===== config.mk =====
export PLATFORM = sky130hd
export DESIGN_NAME = ram_arbiter_flat
export DESIGN_NICKNAME = d
export VERILOG_FILES = /design/src/rtl/turf_pkg.sv /design/src/rtl/ram_arbiter_if.sv /design/src/rtl/read_return_pipe.sv /design/src/rtl/ram_arbiter.sv /design/src/flat_wrapper.sv
export SDC_FILE = /design/constraint.sdc
export NUM_CORES = 1
export LEC_CHECK = 0
export ABC_AREA = 1
export CORE_AREA = 4 4 73 75
export DETAILED_ROUTE_END_ITERATION = 10
export DIE_AREA = 0 0 77 79
export MAX_ROUTING_LAYER = met4
export PLACE_DENSITY_LB_ADDON = 0.08
export SYNTH_ARGS = -nofsm -noshare
export SYNTH_HDL_FRONTEND = slang
export SYNTH_SLANG_ARGS = --single-unit

===== constraint.sdc =====
create_clock -name CLOCK_50 -period 2.13 [get_ports CLOCK_50]
set_clock_uncertainty 0.1 [all_clocks]
set_input_delay 0.426 -clock CLOCK_50 [delete_from_list [all_inputs] [get_ports CLOCK_50]]
set_output_delay 0.426 -clock CLOCK_50 [all_outputs]
set_load 0.02 [all_outputs]

===== src/rtl/turf_pkg.sv =====
// Shared widths, board geometry, colour codes and requester tags for the board RAM arbiter.
package turf_pkg;

  localparam int unsigned ADDR_W  = 15;
  localparam int unsigned DATA_W  = 3;
  localparam int unsigned Y_W     = 7;
  localparam int unsigned BOARD_W = 160;
  localparam int unsigned BOARD_H = 120;

  localparam logic [DATA_W-1:0] P1 = 3'b001;
  localparam logic [DATA_W-1:0] P2 = 3'b010;
  localparam logic [DATA_W-1:0] P3 = 3'b100;
  localparam logic [DATA_W-1:0] P4 = 3'b110;

  typedef enum logic [1:0] {
    REQ_NONE,
    REQ_WR,
    REQ_DISP,
    REQ_SCAN
  } req_e;

endpackage


===== src/rtl/ram_arbiter_if.sv =====
// Requester-side bus of the board RAM arbiter: painter write, display read, scanner read.
interface ram_arbiter_if #(
  parameter int unsigned ADDR_W = turf_pkg::ADDR_W,
  parameter int unsigned DATA_W = turf_pkg::DATA_W
);
  logic              wr_req;
  logic [ADDR_W-1:0] wr_addr;
  logic [DATA_W-1:0] wr_data;
  logic              wr_gnt;

  logic              disp_req;
  logic [ADDR_W-1:0] disp_addr;
  logic              disp_gnt;
  logic              disp_valid;
  logic [DATA_W-1:0] disp_data;

  logic              scan_req;
  logic [ADDR_W-1:0] scan_addr;
  logic              scan_gnt;
  logic              scan_valid;
  logic [DATA_W-1:0] scan_data;

  modport master (
    output wr_req, wr_addr, wr_data, disp_req, disp_addr, scan_req, scan_addr,
    input  wr_gnt, disp_gnt, disp_valid, disp_data, scan_gnt, scan_valid, scan_data
  );

  modport slave (
    input  wr_req, wr_addr, wr_data, disp_req, disp_addr, scan_req, scan_addr,
    output wr_gnt, disp_gnt, disp_valid, disp_data, scan_gnt, scan_valid, scan_data
  );
endinterface


===== src/rtl/read_return_pipe.sv =====
// Two-stage read-return tracker: tag follows the RAM command, valid strobes line up with ram_q.
module read_return_pipe
  import turf_pkg::*;
(
  input  logic clk,
  input  logic reset,
  input  req_e tag_in,
  output logic disp_valid,
  output logic scan_valid
);

  req_e tag_cmd;

  // Stage 1 tracks the cycle the command is on the RAM pins; stage 2 is the data cycle.
  always_ff @(posedge clk) begin
    if (reset) begin
      tag_cmd    <= REQ_NONE;
      disp_valid <= 1'b0;
      scan_valid <= 1'b0;
    end else begin
      tag_cmd    <= (tag_in == REQ_DISP || tag_in == REQ_SCAN) ? tag_in : REQ_NONE;
      disp_valid <= (tag_cmd == REQ_DISP);
      scan_valid <= (tag_cmd == REQ_SCAN);
    end
  end

endmodule


===== src/rtl/ram_arbiter.sv =====
// Single-port board RAM arbiter: painter writes beat display reads, display beats scanner unless starved.
module ram_arbiter
  import turf_pkg::*;
#(
  parameter int unsigned ADDR_W       = turf_pkg::ADDR_W,
  parameter int unsigned DATA_W       = turf_pkg::DATA_W,
  parameter int unsigned STARVE_LIMIT = 16
) (
  input  logic              CLOCK_50,
  input  logic              reset,
  ram_arbiter_if.slave      bus,
  output logic [ADDR_W-1:0] ram_address,
  output logic              ram_wren,
  output logic [DATA_W-1:0] ram_data,
  input  logic [DATA_W-1:0] ram_q,
  output logic              oob_err
);

  localparam int unsigned CNT_W = $clog2(STARVE_LIMIT + 1);
  localparam int unsigned X_W   = ADDR_W - Y_W;

  logic [CNT_W-1:0]  starve_cnt;
  logic              scan_pri;
  logic              wr_in_board;
  logic [X_W-1:0]    wr_x;
  logic [Y_W-1:0]    wr_y;
  logic [ADDR_W-1:0] rd_addr;
  logic [DATA_W-1:0] disp_hold;
  logic [DATA_W-1:0] scan_hold;
  req_e              sel;

  assign scan_pri    = (starve_cnt == CNT_W'(STARVE_LIMIT));
  assign wr_x        = bus.wr_addr[ADDR_W-1:Y_W];
  assign wr_y        = bus.wr_addr[Y_W-1:0];
  assign wr_in_board = (wr_x < X_W'(BOARD_W)) && (wr_y < Y_W'(BOARD_H));

  // One winner per cycle; a starved scanner overtakes the display but never the painter.
  always_comb begin
    sel = REQ_NONE;
    if (!reset) begin
      if (bus.wr_req)                                        sel = REQ_WR;
      else if (bus.scan_req && (scan_pri || !bus.disp_req)) sel = REQ_SCAN;
      else if (bus.disp_req)                                 sel = REQ_DISP;
    end
  end

  assign bus.wr_gnt   = (sel == REQ_WR);
  assign bus.disp_gnt = (sel == REQ_DISP);
  assign bus.scan_gnt = (sel == REQ_SCAN);
  assign rd_addr      = (sel == REQ_SCAN) ? bus.scan_addr : bus.disp_addr;

  always_ff @(posedge CLOCK_50) begin
    if (reset) begin
      ram_address <= '0;
      ram_wren    <= 1'b0;
      ram_data    <= '0;
      oob_err     <= 1'b0;
      starve_cnt  <= '0;
    end else begin
      ram_wren <= 1'b0;
      if (sel == REQ_WR && wr_in_board) begin
        ram_address <= bus.wr_addr;
        ram_wren    <= 1'b1;
        ram_data    <= bus.wr_data;
      end else if (sel == REQ_DISP || sel == REQ_SCAN) begin
        ram_address <= rd_addr;
      end
      if (sel == REQ_WR && !wr_in_board) oob_err <= 1'b1;
      if (!bus.scan_req || sel == REQ_SCAN) starve_cnt <= '0;
      else if (!scan_pri)                   starve_cnt <= starve_cnt + CNT_W'(1);
    end
  end

  read_return_pipe u_pipe (
    .clk        (CLOCK_50),
    .reset      (reset),
    .tag_in     (sel),
    .disp_valid (bus.disp_valid),
    .scan_valid (bus.scan_valid)
  );

  // Read data passes ram_q through on its valid cycle and otherwise holds the last return.
  always_ff @(posedge CLOCK_50) begin
    if (reset) begin
      disp_hold <= '0;
      scan_hold <= '0;
    end else begin
      if (bus.disp_valid) disp_hold <= ram_q;
      if (bus.scan_valid) scan_hold <= ram_q;
    end
  end

  assign bus.disp_data = bus.disp_valid ? ram_q : disp_hold;
  assign bus.scan_data = bus.scan_valid ? ram_q : scan_hold;

endmodule


===== src/flat_wrapper.sv =====
// flat-port wrapper written by rule: the top's interface ports become plain ports
module ram_arbiter_flat import turf_pkg::*;
#(
  parameter int unsigned ADDR_W       = turf_pkg::ADDR_W,
  parameter int unsigned DATA_W       = turf_pkg::DATA_W,
  parameter int unsigned STARVE_LIMIT = 16
)
  (CLOCK_50, reset, ram_address, ram_wren, ram_data, ram_q, oob_err, bus_wr_req, bus_wr_addr, bus_wr_data, bus_disp_req, bus_disp_addr, bus_scan_req, bus_scan_addr, bus_wr_gnt, bus_disp_gnt, bus_disp_valid, bus_disp_data, bus_scan_gnt, bus_scan_valid, bus_scan_data);
  ram_arbiter_if #(.ADDR_W(ADDR_W), .DATA_W(DATA_W)) bus_i ();
  input  logic CLOCK_50;
  input  logic reset;
  output logic [ADDR_W-1:0] ram_address;
  output logic ram_wren;
  output logic [DATA_W-1:0] ram_data;
  input  logic [DATA_W-1:0] ram_q;
  output logic oob_err;
  input wire logic [$bits(bus_i.wr_req)-1:0] bus_wr_req;
  input wire logic [$bits(bus_i.wr_addr)-1:0] bus_wr_addr;
  input wire logic [$bits(bus_i.wr_data)-1:0] bus_wr_data;
  input wire logic [$bits(bus_i.disp_req)-1:0] bus_disp_req;
  input wire logic [$bits(bus_i.disp_addr)-1:0] bus_disp_addr;
  input wire logic [$bits(bus_i.scan_req)-1:0] bus_scan_req;
  input wire logic [$bits(bus_i.scan_addr)-1:0] bus_scan_addr;
  output wire logic [$bits(bus_i.wr_gnt)-1:0] bus_wr_gnt;
  output wire logic [$bits(bus_i.disp_gnt)-1:0] bus_disp_gnt;
  output wire logic [$bits(bus_i.disp_valid)-1:0] bus_disp_valid;
  output wire logic [$bits(bus_i.disp_data)-1:0] bus_disp_data;
  output wire logic [$bits(bus_i.scan_gnt)-1:0] bus_scan_gnt;
  output wire logic [$bits(bus_i.scan_valid)-1:0] bus_scan_valid;
  output wire logic [$bits(bus_i.scan_data)-1:0] bus_scan_data;
  assign bus_i.wr_req = bus_wr_req;
  assign bus_i.wr_addr = bus_wr_addr;
  assign bus_i.wr_data = bus_wr_data;
  assign bus_i.disp_req = bus_disp_req;
  assign bus_i.disp_addr = bus_disp_addr;
  assign bus_i.scan_req = bus_scan_req;
  assign bus_i.scan_addr = bus_scan_addr;
  assign bus_wr_gnt = bus_i.wr_gnt;
  assign bus_disp_gnt = bus_i.disp_gnt;
  assign bus_disp_valid = bus_i.disp_valid;
  assign bus_disp_data = bus_i.disp_data;
  assign bus_scan_gnt = bus_i.scan_gnt;
  assign bus_scan_valid = bus_i.scan_valid;
  assign bus_scan_data = bus_i.scan_data;
  ram_arbiter #(.ADDR_W(ADDR_W), .DATA_W(DATA_W), .STARVE_LIMIT(STARVE_LIMIT)) u_core (.CLOCK_50(CLOCK_50), .reset(reset), .bus(bus_i), .ram_address(ram_address), .ram_wren(ram_wren), .ram_data(ram_data), .ram_q(ram_q), .oob_err(oob_err));
endmodule

### Metal layers overlaid, run 1

Two of the layers only.
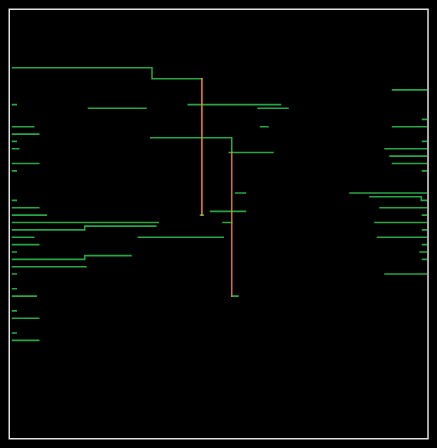
legend:
  metal 3:
    color: green
    wire_length: 367 um
  metal 4:
    color: orange
    wire_length: 51.7 um
DR WL/cell: 12.74 um
GRT Overall Usage: 19.59%
vias: 2094

### Routed clock nets over the placement, run 1

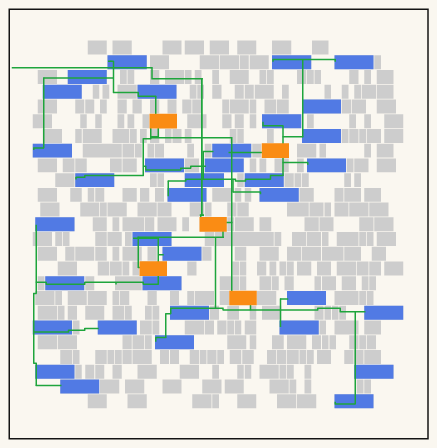
legend:
  clock drivers:
    color: orange
    count: 5
  clock wires:
    color: green
    length: 504 um
  flip-flops:
    color: blue
    count: 35
flops lie: all over the die
Clock power frac: 35.4%
clk pwr: 0.626 mW
later-pin clock latency in the skew report: 0.29 ns

### Track usage over the die, run 1

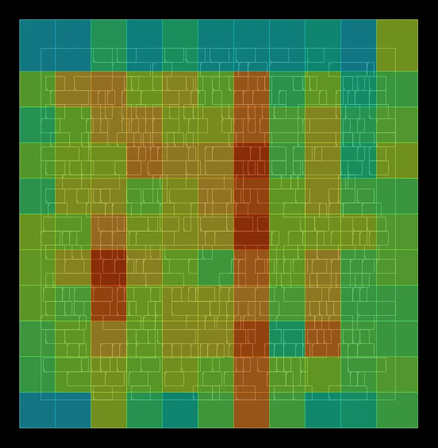
met1 Use GR: 24.81%
grt met2 use: 31.10%
gr busiest metal: met2
Post-Route Utilization: 65.23%
met3 Use GR: 5.215%

==> flow_summary.ini, run 1 <==
; implementation run metrics
[logic_synthesis]
yosys_cells = 279
enable_flop_cells = 0
ys_types = 23
ys_warn_count = 0
yosys-top-cells-count = nand2_1, inv_1, dfxtp_1
ys_sh_xor_pct = 0.9340
most_common_cell = nand2_1
yosysTopAreaCell = dfxtp_1
synthAdderAreaFrac_pct = 1.334
syn_inst = 279
aoi_share_pct = 10.61
synth.area.mux_share_pct = 0
yosys_area_um2 = 1876

[setup_path]
crit_required_ns = 1.60
cpPeakStageDelay_ns = 0.50
cp_slowest_cell = clkdlybuf4s50_1
end_kind = output port
critPathArrivalTime_ns = 1.56
critPathMaxFanout = 3
worstSetupEndpoint = bus_wr_gnt
worstSetupPathDepth = 4
worstReg2RegStart = u_core.starve_cnt[0]$_SDFFE_PP0N_
cp_num_buf_inv = 3

[power_and_ir_drop]
pwr-share-comb_pct = 24.4
leakagePower_nw = 1.505
finalPower_mw = 1.767
comb_power_mw = 0.432
power.share.sequential_pct = 40.1
switchingPower_mw = 0.4738

[layout]
layout.nets = 444
synthToLayoutAreaGrowth_pct = 62.11
combGateArea_um2 = 895.9
inv_count = 52
dominant_cells = non-clock buffers
design_area_um2 = 3040
stdcell_count = 441
clkCellAreaFrac_pct = 3.868
regArea_um2 = 700.7
nClkBuffers = 6
n_fill_cell = 441
area_share_nonclk_buffers_pct = 34.90
logic_gates = 179
antenna_cells = 0
sh_comb_area_pct = 29.46

[floorplan]
die_h_um = 79
core_um2 = 4661
n_tap_cell = 54
ios = 87
fp.dieW_um = 77

[sta]
setup_viol = 0
setup_slack_ns = 0.04275
relSlewSlack_pct = 83.86
finalMaxSlewViolations = 0
min_period_ns = 2.087
fin_tns_setup_ns = 0
fmax_mhz = 479.1

[outcome]
outcome = finished, final reports clean

[clock_network]
cts_sinks = 35
postCtsSetupRepairBufs = 0
cts-root-buf = clkbuf_8
cts_tree = yes

[global_route]
grt_max_degree = 23
grt_remaining_overflow = 0
first_global_vias = 2031
grt_pass1_wl_um = 9356
antenna_found_initial = 0

[route]
maxUsedRoutingLayer = met4
firstDrtPassIters = 4
drtIter0Drc = 94
route.met3.wl_um = 366
postRouteAntennaNets = 0

[place]
place_ws_ns = -0.3401
dp.cells = 432
dpl.hpwl_um = 4367

[flow_run]
maxCapViolations = 0

[worst_hold_path]
whs_path_depth = 1
hp-class = flop to flop
min_to = u_core.u_pipe.disp_valid$_SDFF_PP0_
==> inputs of run 2 (changes only) <==
--- a/config.mk
+++ b/config.mk
@@ -6,7 +6,9 @@
 export NUM_CORES = 1
 export LEC_CHECK = 0
 export ABC_AREA = 1
+export CAP_MARGIN = 25
 export CORE_AREA = 4 4 73 75
+export CTS_CLUSTER_SIZE = 8
 export DETAILED_ROUTE_END_ITERATION = 10
 export DIE_AREA = 0 0 77 79
 export MAX_ROUTING_LAYER = met4
### Routed clock nets over the placement, run 2

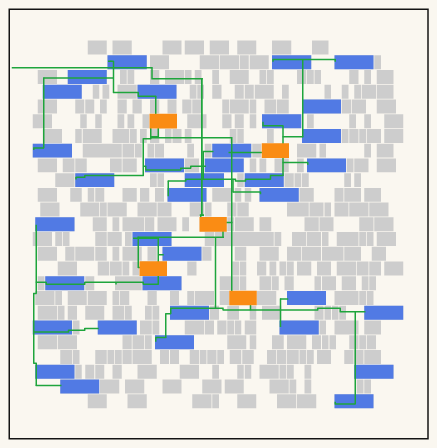
legend:
  flip-flops:
    color: blue
    count: 35
  clock wires:
    color: green
    length: 504 um
  clock drivers:
    color: orange
    count: 5
flops lie: all over the die
routed clock nets: 6

==> flow_summary.ini, run 2 <==
; implementation run metrics
[outcome]
outcome = finished, final reports clean

[logic_synthesis]
yosys_area_um2 = 1876
yosys_cells = 279
ys_sh_xor_pct = 0.9340
syn_inst = 279
ys_warn_count = 0
topCellsByArea = dfxtp_1, nand2_1, inv_1
syn_area_um2 = 1876
yosysTopAreaCell = dfxtp_1
ys_types = 23
aoi_share_pct = 10.61
synthAdderAreaFrac_pct = 1.334
postSynthSeqShare_pct = 37.36
yosys-top-cells-count = nand2_1, inv_1, dfxtp_1
enable_flop_cells = 0
synth.area.mux_share_pct = 0
most_common_cell = nand2_1

[route]
wl_per_cell_um = 12.74
postRouteAntennaNets = 0
route.met3.wl_um = 366
maxUsedRoutingLayer = met4
via_count = 2094
drtIter0Drc = 94
firstDrtPassIters = 4

[place]
io_buffers = 86
dpl.hpwl_um = 4367
dp.cells = 432
dpl-instance-area_um2 = 2927
place_ws_ns = -0.3401

[power_and_ir_drop]
power.share.sequential_pct = 40.1
switchingPower_mw = 0.4738
comb_power_mw = 0.432
pwr-share-comb_pct = 24.4
leakagePower_nw = 1.505
clkPwrFrac_pct = 35.4
p_clk_mw = 0.626
finalPower_mw = 1.767

[global_route]
met3_usage_pct = 5.215
met1_usage_pct = 24.81
antenna_found_initial = 0
grt_max_degree = 23
grt-busiest-layer = met2
first_global_vias = 2031
grt_remaining_overflow = 0
grt_pass1_wl_um = 9356
use_met2_pct = 31.10
track_usage_pct = 19.59

[layout]
design_area_um2 = 3040
drive_gt1_share_pct = 14.73
seq_share_pct = 23.05
final_common_cell = clkdlybuf4s50_1
finish.utilization_pct = 65.23
layout.nets = 444
n_fill_cell = 441
dominant_cells = non-clock buffers
nClkBuffers = 6
synthToLayoutAreaGrowth_pct = 62.11
sh_comb_area_pct = 29.46
area_share_nonclk_buffers_pct = 34.90
combGateArea_um2 = 895.9
inv_count = 52
clkCellAreaFrac_pct = 3.868
regArea_um2 = 700.7
logic_gates = 179
stdcell_count = 441
antenna_cells = 0

[floorplan]
ios = 87
core_um2 = 4661
fp_util_pct = 40.24
n_tap_cell = 54
die_h_um = 79
dieArea_um2 = 6083
fp.dieW_um = 77

[worst_hold_path]
min_to = u_core.u_pipe.disp_valid$_SDFF_PP0_
whs_path_depth = 1
hp-class = flop to flop

[setup_path]
critPathMaxFanout = 3
worstSetupPathDepth = 4
cpPeakStageDelay_ns = 0.50
crit_required_ns = 1.60
worstSetupEndpoint = bus_wr_gnt
path_cells = clkdlybuf4s50_1 > buf_4 > nor2_4 > clkdlybuf4s15_1
cp_num_buf_inv = 3
critPathArrivalTime_ns = 1.56
end_kind = output port
worstReg2RegStart = u_core.starve_cnt[0]$_SDFFE_PP0N_
cp_slowest_cell = clkdlybuf4s50_1

[sta]
finalMaxSlewViolations = 0
setup_slack_ns = 0.04275
rsz0062_at_grt = false
hold_violations = 0
setup_viol = 0
fmax_mhz = 479.1
min_period_ns = 2.087
timing.hold.ws_ns = 0.3135
relSlewSlack_pct = 83.86
fin_tns_setup_ns = 0

[clock_network]
clk_pin_slew_ns = 0.07
clkLatencyLatePin_ns = 0.29
cts-root-buf = clkbuf_8
numCtsBuffers = 5
postCtsSetupRepairBufs = 0
cts_sinks = 35
cts_buffer_depth = 2
cts_tree = yes

[flow_run]
maxCapViolations = 0
### Metal layers overlaid, run 2

Two of the layers only.
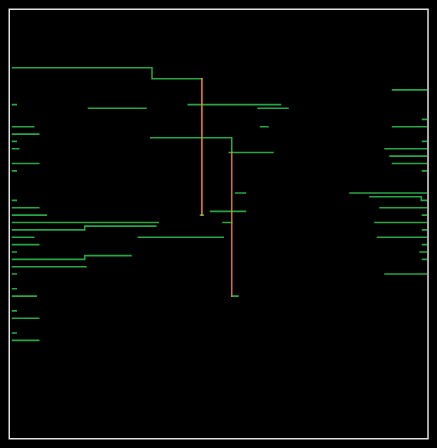
legend:
  metal 3:
    color: green
    wire_length: 367 um
  metal 4:
    color: orange
    wire_length: 51.7 um
Routed WL: 5618 um

### Track usage over the die, run 2

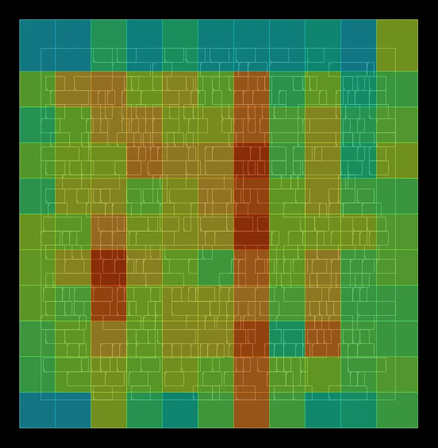

==> inputs of run 3 (changes only) <==
--- a/config.mk
+++ b/config.mk
@@ -13,6 +13,7 @@
 export DIE_AREA = 0 0 77 79
 export MAX_ROUTING_LAYER = met4
 export PLACE_DENSITY_LB_ADDON = 0.08
+export REMOVE_ABC_BUFFERS = 1
 export SYNTH_ARGS = -nofsm -noshare
 export SYNTH_HDL_FRONTEND = slang
 export SYNTH_SLANG_ARGS = --single-unit
### Track usage over the die, run 3

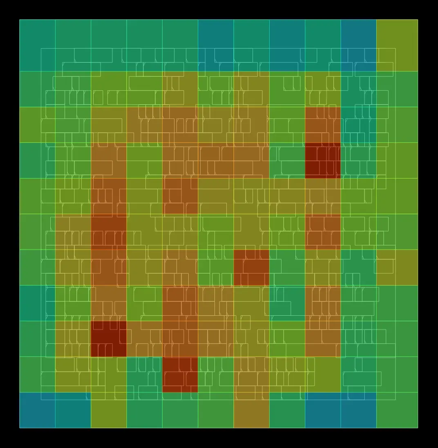
GRT Overall Usage: 19.63%
DR WL/cell: 12.52 um
Post-Route Utilization: 64.97%

==> flow_summary.ini, run 3 <==
; implementation run metrics
[outcome]
outcome = finished, final reports clean

[flow_run]
maxCapViolations = 0

[global_route]
first_global_vias = 1971
antenna_found_initial = 0
use_met2_pct = 30.84
grt_max_degree = 23
met1_usage_pct = 24.88
grt_remaining_overflow = 0

[setup_path]
critPathArrivalTime_ns = 1.55
cp_num_buf_inv = 2
worstSetupPathDepth = 6
worstReg2RegStart = u_core.starve_cnt[0]$_SDFFE_PP0N_
worstSetupEndpoint = bus_disp_gnt
cp_slowest_cell = clkdlybuf4s50_1
cpPeakStageDelay_ns = 0.48
end_kind = output port
crit_required_ns = 1.60

[layout]
regArea_um2 = 701.9
synthToLayoutAreaGrowth_pct = 61.44
clkCellAreaFrac_pct = 3.719
stdcell_count = 440
combGateArea_um2 = 903.4
dominant_cells = non-clock buffers
logic_gates = 179
inv_count = 52
antenna_cells = 0
nClkBuffers = 5
n_fill_cell = 426
drive_gt1_share_pct = 15.03
area_share_nonclk_buffers_pct = 34.50
final_common_cell = clkdlybuf4s50_1

[logic_synthesis]
postSynthSeqShare_pct = 37.36
topCellsByArea = dfxtp_1, nand2_1, inv_1
synthAdderAreaFrac_pct = 1.334
synth.area.mux_share_pct = 0
aoi_share_pct = 10.61
yosys_area_um2 = 1876
syn_inst = 279
most_common_cell = nand2_1
syn_area_um2 = 1876
ys_warn_count = 0
yosysTopAreaCell = dfxtp_1
enable_flop_cells = 0
ys_sh_xor_pct = 0.9340

[clock_network]
numCtsBuffers = 5
postCtsSetupRepairBufs = 0
clkLatencyLatePin_ns = 0.29
cts-root-buf = clkbuf_8
cts_sinks = 35
cts_buffer_depth = 2

[worst_hold_path]
min_to = u_core.u_pipe.disp_valid$_SDFF_PP0_
whs_path_depth = 1
hp-class = flop to flop

[sta]
setup_viol = 0
hold_violations = 0
finalMaxSlewViolations = 0
fin_tns_setup_ns = 0
rsz0062_at_grt = true
min_period_ns = 2.075
relSlewSlack_pct = 81.00
fmax_mhz = 481.9
setup_slack_ns = 0.05498

[place]
dpl.hpwl_um = 4126
place_ws_ns = -0.4819
io_buffers = 86
dp.cells = 432
dpl-instance-area_um2 = 2914

[power_and_ir_drop]
clkPwrFrac_pct = 34.5
pwr-share-comb_pct = 24.7
switchingPower_mw = 0.4777
finalPower_mw = 1.738
power.share.sequential_pct = 40.8
p_clk_mw = 0.600

[route]
route.met3.wl_um = 434
maxUsedRoutingLayer = met4
firstDrtPassIters = 4
via_count = 2106
routed_wl_um = 5509
postRouteAntennaNets = 0

[floorplan]
fp.dieW_um = 77
dieArea_um2 = 6083
fp_util_pct = 40.24
### Cells colored by class, run 3

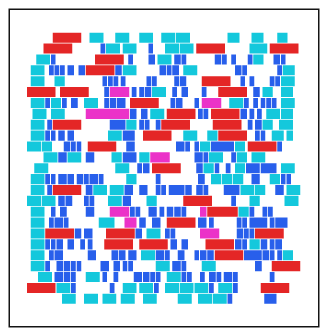
legend:
  other buffers and delay cells:
    color: cyan
    cells: 112
    share_of_their_area: 35%
  combinational and other logic:
    color: blue
    cells: 231
    share_of_their_area: 37%
  clock drivers and dummy loads:
    color: magenta
    cells: 8
    share_of_their_area: 3.8%
  flops:
    color: red
    cells: 35
    share_of_their_area: 24%
Non-Filler Cell Area, Final: 3028 um2
Seq/total area: 23.18%


==> layout pictures side by side <==
Pin placement.
Pins as bars across the die edge, other pins in gray.
shot_01.png
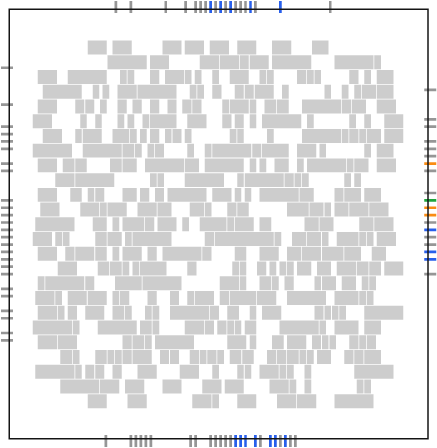
shot_02.png
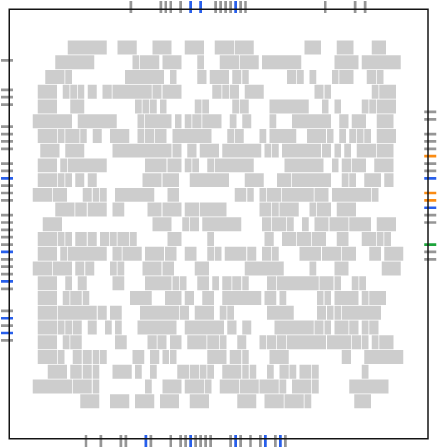
Run 3 is shot_02.png.
Run 1 is shot_01.png.

Key to shot_02.png:
legend:
  bus_wr_req:
    color: green
    pins: 1
    direction: input
    edge: right
  bus_disp_data:
    color: orange
    pins: 3
    direction: output
    edge: right
  bus_scan_addr:
    color: blue
    pins: 15
    direction: input
    edge: 5 left, 5 bottom, 3 top, 2 right
all pins by edge: 30 left, 23 bottom, 17 top, 17 right

No activity file was given, so power comes from the tool's default toggle rates.
